**src/rtl/cisc_control_unit.sv**
```systemverilog
// ============================================================================
// Module  : cisc_control_unit
// Brief   : Fetch/decode/execute sequencer for the 16-bit CISC datapath,
//           with a memory wait-state watchdog that halts on a stuck bus.
// Revision: 1.0
// ============================================================================
`default_nettype none

module cisc_control_unit #(
    parameter logic [3:0] FUN_PASS_A = 4'h8,
    parameter int         MAX_WAIT   = 15
) (
    input  logic        clk,
    input  logic        rst_n,
    input  logic [15:0] ir,
    input  logic        cond,
    input  logic        mem_ready,
    output logic        mem_rd,
    output logic        mem_wr,
    output logic        WriteEnable,
    output logic [2:0]  WriteAddress,
    output logic [2:0]  ReadAddressA,
    output logic [2:0]  ReadAddressB,
    output logic        WireSelect,
    output logic [3:0]  Fun,
    output logic        LoadS,
    output logic [1:0]  SelectS,
    output logic        NegS,
    output logic        LoadDR,
    output logic        SelectDR,
    output logic        oeDR,
    output logic        LoadAR,
    output logic        SelectAR,
    output logic        oeAR,
    output logic        LoadPC,
    output logic [1:0]  SelectPC,
    output logic        oePCa,
    output logic        oePCd,
    output logic        LoadIR,
    output logic        halted,
    output logic        bus_err
);

    typedef enum logic [3:0] {
        S_RST    = 4'd0,
        S_FETCH  = 4'd1,
        S_DECODE = 4'd2,
        S_EXALU  = 4'd3,
        S_ADDR   = 4'd4,
        S_DRLD   = 4'd5,
        S_MRD    = 4'd6,
        S_MWR    = 4'd7,
        S_IMM    = 4'd8,
        S_BR     = 4'd9,
        S_HALT   = 4'd10
    } state_t;

    localparam logic [3:0] c_WAIT_LAST = 4'(MAX_WAIT - 1);

    state_t     r_state;
    state_t     w_next;
    logic [3:0] r_wait;
    logic       r_bus_err;

    logic [3:0] w_op;
    logic [2:0] w_rd, w_ra, w_rb, w_fn;
    logic       w_wait_state;
    logic       w_timeout;

    assign w_op = ir[15:12];
    assign w_rd = ir[11:9];
    assign w_ra = ir[8:6];
    assign w_rb = ir[5:3];
    assign w_fn = ir[2:0];

    // Watchdog fires on the MAX_WAIT-th consecutive cycle without mem_ready.
    assign w_wait_state = (r_state == S_FETCH) || (r_state == S_MRD) ||
                          (r_state == S_MWR)   || (r_state == S_IMM);
    assign w_timeout    = w_wait_state && !mem_ready && (r_wait == c_WAIT_LAST);

    assign halted  = (r_state == S_HALT);
    assign bus_err = r_bus_err;

    always_ff @(posedge clk) begin
        if (!rst_n) begin
            r_state   <= S_RST;
            r_wait    <= 4'd0;
            r_bus_err <= 1'b0;
        end else begin
            r_state <= w_next;
            if (w_next != r_state)
                r_wait <= 4'd0;
            else if (w_wait_state && !mem_ready)
                r_wait <= r_wait + 4'd1;
            if (w_timeout)
                r_bus_err <= 1'b1;
        end
    end

    always_comb begin
        w_next       = r_state;
        mem_rd       = 1'b0;
        mem_wr       = 1'b0;
        WriteEnable  = 1'b0;
        WriteAddress = w_rd;
        ReadAddressA = w_ra;
        ReadAddressB = w_rb;
        WireSelect   = 1'b0;
        Fun          = 4'h0;
        LoadS        = 1'b0;
        SelectS      = 2'b00;
        NegS         = 1'b0;
        LoadDR       = 1'b0;
        SelectDR     = 1'b0;
        oeDR         = 1'b0;
        LoadAR       = 1'b0;
        SelectAR     = 1'b0;
        oeAR         = 1'b0;
        LoadPC       = 1'b0;
        SelectPC     = 2'd0;
        oePCa        = 1'b0;
        oePCd        = 1'b0;
        LoadIR       = 1'b0;

        case (r_state)
            S_RST: begin
                LoadPC   = 1'b1;
                SelectPC = 2'd2;
                w_next   = S_FETCH;
            end
            S_FETCH: begin
                oePCa  = 1'b1;
                mem_rd = 1'b1;
                if (mem_ready) begin
                    LoadIR   = 1'b1;
                    LoadPC   = 1'b1;
                    SelectPC = 2'd3;
                    w_next   = S_DECODE;
                end else if (w_timeout) begin
                    w_next = S_HALT;
                end
            end
            S_DECODE: begin
                case (w_op)
                    4'h1:       w_next = S_EXALU;
                    4'h2, 4'h3: w_next = S_ADDR;
                    4'h4, 4'h6: w_next = S_IMM;
                    4'h5:       w_next = S_BR;
                    4'hF:       w_next = S_HALT;
                    default:    w_next = S_FETCH;
                endcase
            end
            S_EXALU: begin
                Fun         = {1'b0, w_fn};
                WriteEnable = 1'b1;
                LoadS       = 1'b1;
                w_next      = S_FETCH;
            end
            S_ADDR: begin
                Fun      = FUN_PASS_A;
                SelectAR = 1'b1;
                LoadAR   = 1'b1;
                w_next   = (w_op == 4'h2) ? S_MRD : S_DRLD;
            end
            S_DRLD: begin
                ReadAddressA = w_rb;
                Fun          = FUN_PASS_A;
                SelectDR     = 1'b1;
                LoadDR       = 1'b1;
                w_next       = S_MWR;
            end
            S_MRD: begin
                oeAR   = 1'b1;
                mem_rd = 1'b1;
                if (mem_ready) begin
                    WireSelect  = 1'b1;
                    WriteEnable = 1'b1;
                    w_next      = S_FETCH;
                end else if (w_timeout) begin
                    w_next = S_HALT;
                end
            end
            S_MWR: begin
                oeAR   = 1'b1;
                oeDR   = 1'b1;
                mem_wr = 1'b1;
                if (mem_ready)
                    w_next = S_FETCH;
                else if (w_timeout)
                    w_next = S_HALT;
            end
            S_IMM: begin
                oePCa  = 1'b1;
                mem_rd = 1'b1;
                if (mem_ready) begin
                    LoadPC = 1'b1;
                    if (w_op == 4'h6) begin
                        WriteEnable = 1'b1;
                        WireSelect  = 1'b1;
                        SelectPC    = 2'd3;
                    end
                    w_next = S_FETCH;
                end else if (w_timeout) begin
                    w_next = S_HALT;
                end
            end
            S_BR: begin
                SelectS = w_fn[2:1];
                NegS    = w_fn[0];
                if (cond) begin
                    Fun      = FUN_PASS_A;
                    LoadPC   = 1'b1;
                    SelectPC = 2'd1;
                end
                w_next = S_FETCH;
            end
            S_HALT: begin
                w_next = S_HALT;
            end
            default: begin
                w_next = S_RST;
            end
        endcase
    end

endmodule

`default_nettype wire
```
**config.mk**
```make
export PLATFORM = sky130hd
export DESIGN_NAME = cisc_control_unit
export DESIGN_NICKNAME = d
export VERILOG_FILES = /design/src/rtl/cisc_control_unit.sv
export SDC_FILE = /design/constraint.sdc
export NUM_CORES = 1
export LEC_CHECK = 0
export CORE_UTILIZATION = 42
export CTS_CLUSTER_DIAMETER = 30
export DETAILED_ROUTE_END_ITERATION = 12
export PLACE_DENSITY = 0.81
export SLEW_MARGIN = 20
export SYNTH_ARGS = -nofsm -noshare
export SYNTH_HDL_FRONTEND = slang
export SYNTH_SLANG_ARGS = --single-unit
```
**constraint.sdc**
```tcl
create_clock -name clk -period 2.38 [get_ports clk]
set_clock_uncertainty 0.15 [all_clocks]
set_input_delay 0.357 -clock clk [delete_from_list [all_inputs] [get_ports clk]]
set_output_delay 0.357 -clock clk [all_outputs]
set_load 0.01 [all_outputs]
```
run_1/metal_stack.png
(8 px per um) Two of the layers only.
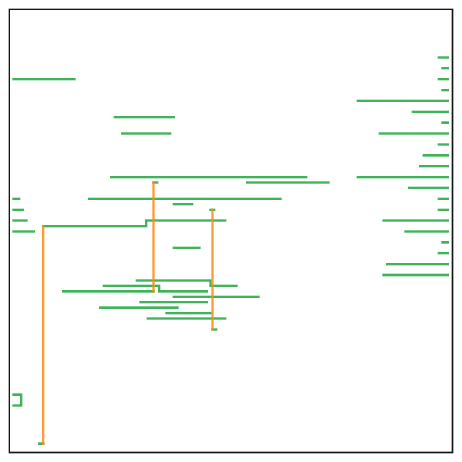
legend:
  green:
    layer: met3
    wire_length: 285 um
  orange:
    layer: met4
    wire_length: 55.8 um
post-DR wirelength/cell: 14.7 um
routed wire length: 3470 um
Global Route Usage Sum: 23.4%
detailed-route via count: 1341

run_1/pins.png
(6 px per um) Pins as bars across the die edge, other pins in grey.
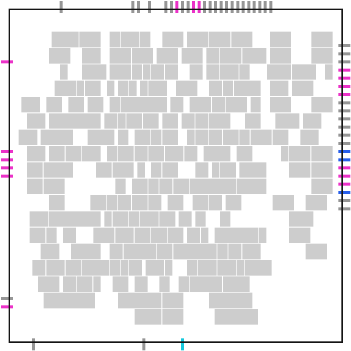
legend:
  blue:
    port: ReadAddressB
    pins: 3
    direction: output
    edge: right
  magenta:
    port: ir
    pins: 16
    direction: input
    edge: 7 right, 6 left, 3 top
  cyan:
    port: bus_err
    pins: 1
    direction: output
    edge: bottom
port bufs: 47
Die Ht: 55.2 um

run_1/met3.png
(6 px per um)
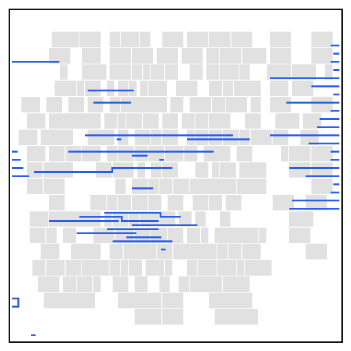
longest straight run: 24.4 um
nets with wire on the layer: 42
met3 Resource Use GR: 4.92%

==> results.toml, run 1 <==
# synthesis and place-and-route metrics
[clock_network]
clock-root-buffer = "clkbuf_4"
cts-resized-gates = 33
hold_buffers = 0
cts_tree = "yes"

[synth]
ys_types = 60
ys.flop_type = "dfxtp_1"
ys_warn_count = 0
syn_inst = 152
common_cells = "buf_4 (11), dfxtp_1 (9), nand2_1 (8), nor2_1 (8)"

[finish]
utilization_pct = 69.7
antenna_cells = 0
comb_share_pct = 49.7

[sta]
fin_ws_ps = 54.2
finalHoldWorstSlack_ps = 344
fin_tns_setup_ps = 0
hold_viol_final = 0

[floorplan]
core_area_mm2 = 0.00257
die_area_mm2 = 0.00305

[drt]
wl_met1_um = 1360

[global_routing]
grt.busiest_layer = "met2"
grt_pass1_wl_um = 5800

[worst_setup_path]
critPathBufInv = 2
worstPathCellList = "buf_4 -> xnor2_1 -> o22ai_1 -> clkdlybuf4s50_1"

[flow_run]
warning_count = 28

[power_and_ir_drop]
combPwrFrac_pct = 42.0
comb-power_mw = 0.211

[outcome]
outcome = "completed"
run_1/final_congestion.png
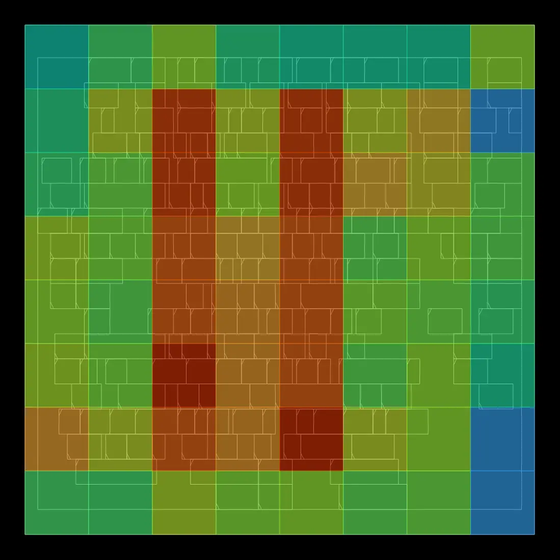

==> inputs of run 2 (changes only) <==
--- a/config.mk
+++ b/config.mk
@@ -5,6 +5,7 @@
 export SDC_FILE = /design/constraint.sdc
 export NUM_CORES = 1
 export LEC_CHECK = 0
+export CORE_ASPECT_RATIO = 1.2
 export CORE_UTILIZATION = 42
 export CTS_CLUSTER_DIAMETER = 30
 export DETAILED_ROUTE_END_ITERATION = 12
run_2/final_congestion.png
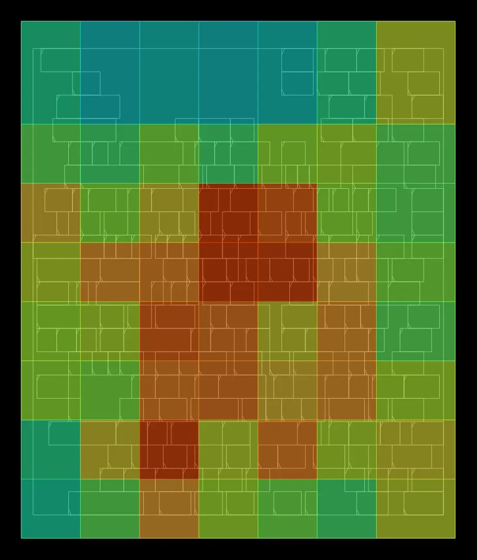
met3 Resource Use GR: 3.56%
post-DR wirelength/cell: 13.9 um
GR met1 Demand/Resource: 24.7%
Global Route Usage Sum: 23.0%

run_2/metal_stack.png
(8 px per um) Two of the layers only.
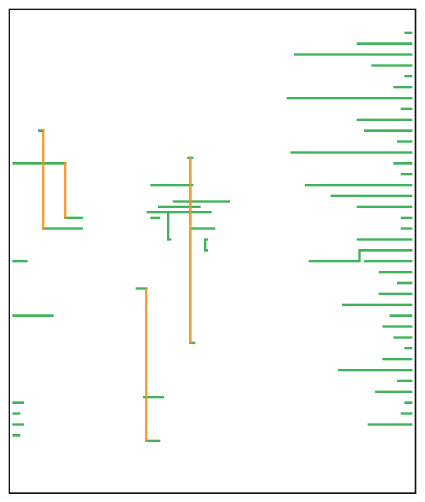
legend:
  orange:
    layer: met4
    wire_length: 61.2 um
  green:
    layer: met3
    wire_length: 252 um
routed wire length: 3310 um
detailed-route via count: 1361

run_2/met1.png
(10 px per um) Supply wires on this layer in grey.
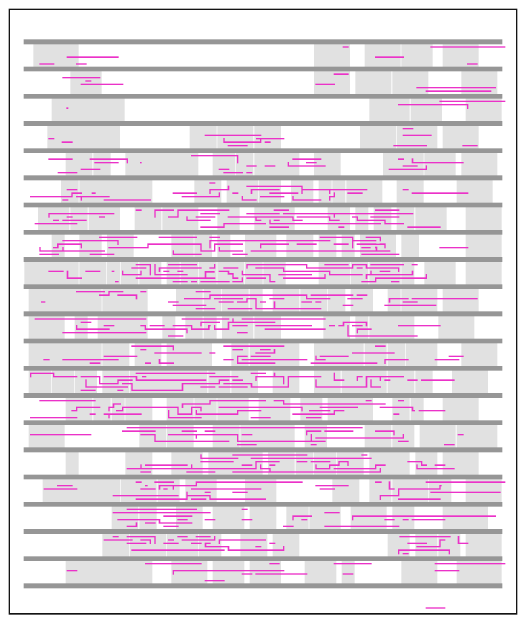
longest straight run: 23.5 um
wire length on this layer: 1330 um
main direction: horizontal
share of all routed wire: 40%

==> results.toml, run 2 <==
# synthesis and place-and-route metrics
[synth]
ys_types = 60
syn_inst = 152
ys.flop_type = "dfxtp_1"
common_cells = "buf_4 (11), dfxtp_1 (9), nand2_1 (8), nor2_1 (8)"
ys_warn_count = 0

[floorplan]
die_area_mm2 = 0.00305
die_y_um = 60.3
core_area_mm2 = 0.00260

[worst_setup_path]
worstPathCellList = "buf_4 -> nor2_2 -> and3_4 -> and2_1 -> clkdlybuf4s50_1"
critPathBufInv = 2
worstReg2RegEnd = "r_wait[1]"

[clock_network]
cts_tree = "yes"
cts_setup_buffers = 0
clock-root-buffer = "clkbuf_4"
cts-resized-gates = 33

[sta]
fin_ws_ps = 89.4
finalHoldWorstSlack_ps = 351
fin_tns_setup_ps = 0
hold_viol_final = 0

[finish]
comb_share_pct = 49.4
utilization_pct = 68.0

[placed_design]
port_buffers = 47

[outcome]
outcome = "completed"

[global_routing]
grt.busiest_layer = "met2"

[flow_run]
warning_count = 27

[power_and_ir_drop]
comb-power_mw = 0.202
combPwrFrac_pct = 42.0

[drt]
top_layer = "met4"
